### src/rtl/memwb_pkg.sv
// memwb_pkg: shared constants and stage-control encoding for the MEM/WB pipe.
// Forwarding to decode is built only when MEMWB_FWD_EN is defined.
package memwb_pkg;

  localparam int MEMWB_DATA_W = 32;
  localparam int MEMWB_ADDR_W = 7;

  // Per-edge action applied uniformly to every stage; flush beats stall beats advance.
  typedef enum logic [1:0] {
    STG_ADVANCE = 2'd0,
    STG_STALL   = 2'd1,
    STG_FLUSH   = 2'd2
  } stage_op_e;

  function automatic stage_op_e stage_op(input logic flush, input logic stall);
    stage_op_e op;
    if (flush) begin
      op = STG_FLUSH;
    end else if (stall) begin
      op = STG_STALL;
    end else begin
      op = STG_ADVANCE;
    end
    return op;
  endfunction

endpackage

### src/rtl/memwb_stage.sv
// memwb_stage: one MEM/WB register slot (valid, we, data, addr, mask).
// Flush clears only the control bits; the payload is left untouched.
module memwb_stage
  import memwb_pkg::*;
#(
  parameter int DATA_W = MEMWB_DATA_W,
  parameter int ADDR_W = MEMWB_ADDR_W,
  parameter int LANES  = 1
) (
  input  logic                    clk,
  input  logic                    rst_n,
  input  stage_op_e               op,
  input  logic                    d_valid,
  input  logic                    d_we,
  input  logic [LANES*DATA_W-1:0] d_data,
  input  logic [ADDR_W-1:0]       d_addr,
  input  logic [LANES-1:0]        d_mask,
  output logic                    q_valid,
  output logic                    q_we,
  output logic [LANES*DATA_W-1:0] q_data,
  output logic [ADDR_W-1:0]       q_addr,
  output logic [LANES-1:0]        q_mask
);

  // Slot register: flush invalidates, stall holds, advance loads the upstream slot.
  always_ff @(posedge clk or negedge rst_n) begin
    if (!rst_n) begin
      q_valid <= 1'b0;
      q_we    <= 1'b0;
      q_data  <= '0;
      q_addr  <= '0;
      q_mask  <= '0;
    end else begin
      case (op)
        STG_FLUSH: begin
          q_valid <= 1'b0;
          q_we    <= 1'b0;
        end
        STG_STALL: begin
        end
        default: begin
          q_valid <= d_valid;
          q_we    <= d_we;
          q_data  <= d_data;
          q_addr  <= d_addr;
          q_mask  <= d_mask;
        end
      endcase
    end
  end

endmodule

### src/rtl/mem_wb_pipe.sv
// mem_wb_pipe: DEPTH-stage MEM/WB register with stall, flush, retire counter.
// Define MEMWB_FWD_EN to add the write-back-to-decode forwarding ports and logic.
module mem_wb_pipe
  import memwb_pkg::*;
#(
  parameter int DATA_W = MEMWB_DATA_W,
  parameter int ADDR_W = MEMWB_ADDR_W,
  parameter int LANES  = 1,
  parameter int DEPTH  = 1,
  parameter int CNT_W  = 32
) (
  input  logic                    clk,
  input  logic                    rst_n,
  input  logic                    in_valid,
  input  logic [LANES*DATA_W-1:0] in_data,
  input  logic [ADDR_W-1:0]       in_addr,
  input  logic                    in_we,
  input  logic [LANES-1:0]        in_mask,
  input  logic                    stall,
  input  logic                    flush,
`ifdef MEMWB_FWD_EN
  input  logic [ADDR_W-1:0]       fwd_addr_a,
  input  logic [ADDR_W-1:0]       fwd_addr_b,
  output logic                    fwd_hit_a,
  output logic                    fwd_hit_b,
  output logic                    fwd_part_a,
  output logic                    fwd_part_b,
  output logic [LANES*DATA_W-1:0] fwd_data_a,
  output logic [LANES*DATA_W-1:0] fwd_data_b,
`endif
  output logic                    out_valid,
  output logic [LANES*DATA_W-1:0] out_data,
  output logic [ADDR_W-1:0]       out_addr,
  output logic                    out_we,
  output logic [LANES-1:0]        out_mask,
  output logic [CNT_W-1:0]        retire_cnt
);

  stage_op_e                               op;
  logic [DEPTH-1:0]                        s_valid;
  logic [DEPTH-1:0]                        s_we;
  logic [DEPTH-1:0][LANES*DATA_W-1:0]      s_data;
  logic [DEPTH-1:0][ADDR_W-1:0]            s_addr;
  logic [DEPTH-1:0][LANES-1:0]             s_mask;

  assign op = stage_op(flush, stall);

  // Stage 0 takes the MEM-stage inputs, every later stage takes its predecessor.
  for (genvar gi = 0; gi < DEPTH; gi++) begin : g_stage
    if (gi == 0) begin : g_head
      memwb_stage #(.DATA_W(DATA_W), .ADDR_W(ADDR_W), .LANES(LANES)) u_stage (
        .clk(clk), .rst_n(rst_n), .op(op),
        .d_valid(in_valid), .d_we(in_we), .d_data(in_data),
        .d_addr(in_addr), .d_mask(in_mask),
        .q_valid(s_valid[gi]), .q_we(s_we[gi]), .q_data(s_data[gi]),
        .q_addr(s_addr[gi]), .q_mask(s_mask[gi])
      );
    end else begin : g_body
      memwb_stage #(.DATA_W(DATA_W), .ADDR_W(ADDR_W), .LANES(LANES)) u_stage (
        .clk(clk), .rst_n(rst_n), .op(op),
        .d_valid(s_valid[gi-1]), .d_we(s_we[gi-1]), .d_data(s_data[gi-1]),
        .d_addr(s_addr[gi-1]), .d_mask(s_mask[gi-1]),
        .q_valid(s_valid[gi]), .q_we(s_we[gi]), .q_data(s_data[gi]),
        .q_addr(s_addr[gi]), .q_mask(s_mask[gi])
      );
    end
  end

  // The write strobe drops while stalled so a held entry is written exactly once.
  assign out_valid = s_valid[DEPTH-1];
  assign out_we    = s_valid[DEPTH-1] & s_we[DEPTH-1] & ~stall;
  assign out_data  = s_data[DEPTH-1];
  assign out_addr  = s_addr[DEPTH-1];
  assign out_mask  = s_mask[DEPTH-1];

  // Retire counter: one per committed write, wrapping naturally; flush does not block it.
  always_ff @(posedge clk or negedge rst_n) begin
    if (!rst_n) begin
      retire_cnt <= '0;
    end else if (out_valid && out_we) begin
      retire_cnt <= retire_cnt + CNT_W'(1);
    end
  end

`ifdef MEMWB_FWD_EN
  // Forwarding: youngest matching stage wins; a partial mask reports part and no data.
  always_comb begin
    fwd_hit_a  = 1'b0;
    fwd_part_a = 1'b0;
    fwd_data_a = '0;
    fwd_hit_b  = 1'b0;
    fwd_part_b = 1'b0;
    fwd_data_b = '0;
    for (int i = DEPTH - 1; i >= 0; i--) begin
      if (s_valid[i] && s_we[i] && (s_addr[i] == fwd_addr_a)) begin
        fwd_hit_a  = &s_mask[i];
        fwd_part_a = ~(&s_mask[i]);
        fwd_data_a = (&s_mask[i]) ? s_data[i] : '0;
      end
      if (s_valid[i] && s_we[i] && (s_addr[i] == fwd_addr_b)) begin
        fwd_hit_b  = &s_mask[i];
        fwd_part_b = ~(&s_mask[i]);
        fwd_data_b = (&s_mask[i]) ? s_data[i] : '0;
      end
    end
  end
`endif

endmodule
### config.mk
export PLATFORM = sky130hd
export DESIGN_NAME = mem_wb_pipe
export DESIGN_NICKNAME = d
export VERILOG_FILES = /design/src/rtl/memwb_pkg.sv /design/src/rtl/memwb_stage.sv /design/src/rtl/mem_wb_pipe.sv
export SDC_FILE = /design/constraint.sdc
export NUM_CORES = 1
export LEC_CHECK = 0
export ABC_AREA = 0
export CAP_MARGIN = 40
export CORE_MARGIN = 1
export CORE_UTILIZATION = 25
export CTS_CLUSTER_DIAMETER = 30
export DETAILED_ROUTE_END_ITERATION = 7
export PLACE_DENSITY = 0.63
export SETUP_SLACK_MARGIN = 0.5
export SLEW_MARGIN = 25
export SYNTH_ARGS = -nofsm -noshare
export SYNTH_HDL_FRONTEND = slang
export SYNTH_SLANG_ARGS = --single-unit
### constraint.sdc
create_clock -name clk -period 3.2 [get_ports clk]
set_input_delay 0.64 -clock clk [delete_from_list [all_inputs] [get_ports clk]]
set_output_delay 0.64 -clock clk [all_outputs]
set_load 0.05 [all_outputs]
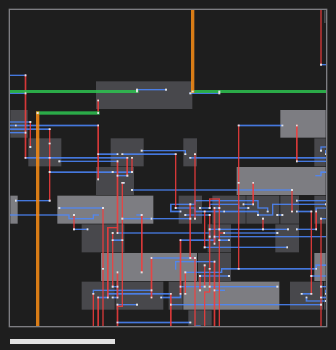
(images/closeup.png)
Scale bar: 10 microns. Region (42, 42) to (72, 72) microns. Cells in gray, sequential cells in the stronger gray; small squares are vias.
Orange stands for M4. Red stands for M2. Blue stands for M1. Green stands for M3.
Sequential cells in the window: 4. 24 logic cells have their middle in the window. Most frequent: dfrtp_1 (4), nand4_1 (3). Netlist names of flops here include retire_cnt (4).

==> Table 3: Implementation characteristics <==
Implementation parameters

Parameter                              Value

Setup path
  Critical Path Stages    3
  CP max FO    11
  Worst R2R End    retire_cnt[28]$_DFFE_PN0P_
  Crit. Startpoint    stall
  Startpoint of the most critical register-to-register path    retire_cnt[13]$_DFFE_PN0P_
  Slack of the worst reg-to-reg path    around 1.3 ns
  Path type of the worst setup path    input pin to primary output
  Logic depth of the worst register-to-register path    4
  Worst setup SP type    input pin
  Worst setup path end    out_we
  Worst path max stage delay    0.54 ns
  Worst endpoint data arrival time    1.83 ns
  Buf+Inv Stages, Crit Path    2
  Largest delay share family, worst path    buffers and inverters
  Data required, critical path    between 2 and 3 ns
  Ordered cell list for the critical path    clkdlybuf4s50_1, and3b_1, buf_12

STA
  Final period util    77.18%
  Final hold violation count    0
  Worst Slack Setup Final    0.7304 ns
  Setup repair after global routing missed its margin    no
  Final-report setup violation count    0
  Total count of max-transition violations in the final report    0
  Setup Skew    0.006062 ns
  Worst-case hold slack    0.2520 ns
  Crit path time final    between 2 and 2.5 ns
  Normalized max-slew margin    60.22%
  Actual slew at the worst max-slew pin    0.5913 ns
  FMAX    404.9 MHz

Die
  Horizontal die dimension    113.0 microns
  Die Footprint    12770 sq um
  Tap Count    147
  Placeable core region    12010 sq um
  Core Util at FP    25.66%
  I/O pin cnt    120
  Std-Cell Rows    about 40

Final layout
  Biggest cell category by area in the final layout    sequential cells
  Number of flip-flops and latches    74
  Largest registers    g_stage.g_head.u_stage.q_data (32), retire_cnt (32), g_stage.g_head.u_stage.q_addr (7)
  Footprint of the flip-flops and latches    1852 sq um
  Clock network share of area    6.090%
  FILL cells    between 1000 and 1500
  Dominant logic cell type in the layout    clkdlybuf4s50_1
  Non-filler cells, final    509
  Final net count    404
  Proportion of layout cells with a drive suffix above 1    18.78%
  Fraction of area in multi-input gates    24.73%
  Post-route design area    4787 sq um
  # clk buffers    12
  Synthesis-to-layout area growth    55.34%
  Non-clock inverter count in the final layout    6
  Final-layout non-clock buffer area share    26.19%
  Multi-input gate area in the final layout    1184 sq um
  Most frequent logic cells in the routed design    clkdlybuf4s50_1, dfrtp_1, mux2_2, xnor2_1, xor2_1
  Ant. Diodes    0
  Fraction of standard cell area that is sequential    38.68%
  Number of logic gates    144
  Final core utilization    roughly 40%

Place
  Placer's final routability congestion estimate    0.7140
  Post-placement worst setup slack    0.6712 ns
  Estimated wirelength of the detail-placed design    5515 microns
  Post-Place Cells    between 400 and 500
  IO buf count    119
  Post-Place Cell Area    4496 sq um

Pwr
  Total power consumption of the routed design    approximately 2700 uW
  Power in combinational cells    just under 700 uW
  Cell internal pwr    between 1500 and 2000 uW
  Portion of total power attributed to sequential cells    39.4%
  Cell area power density    between 500 and 600 nW/um^2
  Maximum ir drop on the vdd rail    394.5 uV
  Leakage power of the design    roughly 0.0020 uW
  Comb pwr share    between 20% and 30%
  Clk network pwr share    between 30% and 40%
  Top power group    sequential cells
  Power in sequential cells    1080 uW
  Clk pwr    969 uW

GRT
  Met1 track utilization from global routing    approximately 14%
  Total overflow reported by the global router    0
  Fraction of met3 tracks used by global routing    5.945%
  Antenna violations before repair    0
  Global-route track usage on met2    19.55%
  Vias in the first global route    2461
  Wire length of the first global-routing pass    12230 microns
  Largest net degree at the start of global routing    43
  Most congested layer reported by global routing    met2

Yosys
  Mapped Nets    277
  Flip-flop and latch count after synthesis    74
  Count of flip-flops with a built-in enable after synthesis    0
  Top post-synthesis cells by area    dfrtp_1, mux2_2, xnor2_1
  Top cell area share    60.09%
  Synth Warn #    0
  Combinational family with the most area after synthesis    multiplexers
  Instance tally after logic synthesis    230
  XOR Share, Synth    8.810%
  Chip area in the Yosys report    3082 sq um
  Top cell type by total area after synthesis    dfrtp_1
  Simple-gate share of the synthesized area    approximately an eighth
  Mean cell area of the mapped netlist    about 13 sq um
  Cell with the most instances after synthesis    dfrtp_1
  Ranking of synthesized cells by instance count    dfrtp_1, mux2_2, xnor2_1
  AND-OR/OR-AND Cells, Area Fraction    0%
  Part of the Yosys area used for sequential elements    60.09%
  Yosys cell count    230
  Async SR Flop Fraction    100.0%
  Commonest register cell after synthesis    dfrtp_1
  Adder and majority cell fraction of the synthesized area    0.4060%
  Mux area share    between 15 and 20%
  Synthesized cell area    ~3000 sq um

Status
  Status    completed

Clock tree
  Clock tree from TritonCTS    yes
  CTS Hold Buffers Added    0
  Clock-pin slew on the worst setup and hold paths    0.06 ns
  CTS H-tree lvls    3
  Num CTS Buffers    9
  Post-CTS setup buffer count    0
  Number of sinks handled by clock tree synthesis    74
  Library cell used as clock root buffer    clkbuf_16
  Buffers from clock root to sink, at most    2
  Insertion delay of the later-clocked pin in the worst-skew pair    between 0.3 and 0.4 ns
  Number of gates resized after CTS    0

Routing
  Number of detailed-routing iterations run before antenna repair    4
  Wire length on met1    3082 microns
  Number of vias in the routed layout    2308
  Drc violations    0
  Met2 WL post-DR    3400 microns
  Count of antenna-violating nets left after detailed routing    0
  Detailed router's first-iteration violation count    97
  DR WL met3    between 700 and 800 microns
  Top layer reached by signal wires    met4
  Routed wire length    7346 microns

Flow run
  MaxCap Viol Count    0
  Tool warnings    26

Min path
  Path class of the lowest-slack min-delay path    input pin to asynchronous set/reset pin
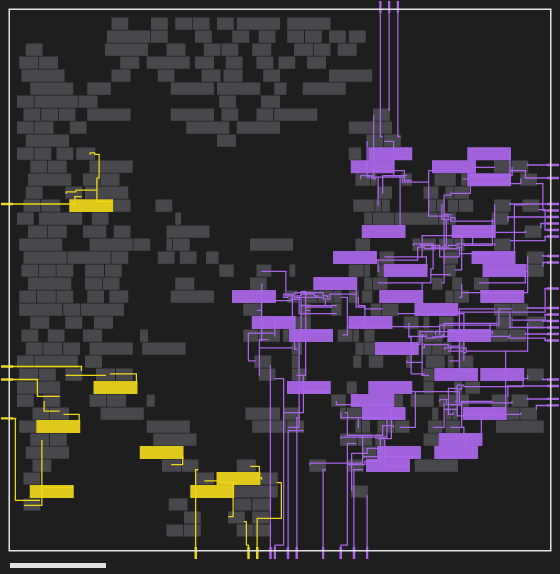
(images/port_trees.png)
Scale bar: 20 microns.
Yellow stands for out_addr, direction output, end cells 7, buffers 7, wire 207 microns. Purple stands for retire_cnt, direction output, end cells 32, buffers 32, wire 1570 microns.

Power is estimated from default activity; no workload was simulated.
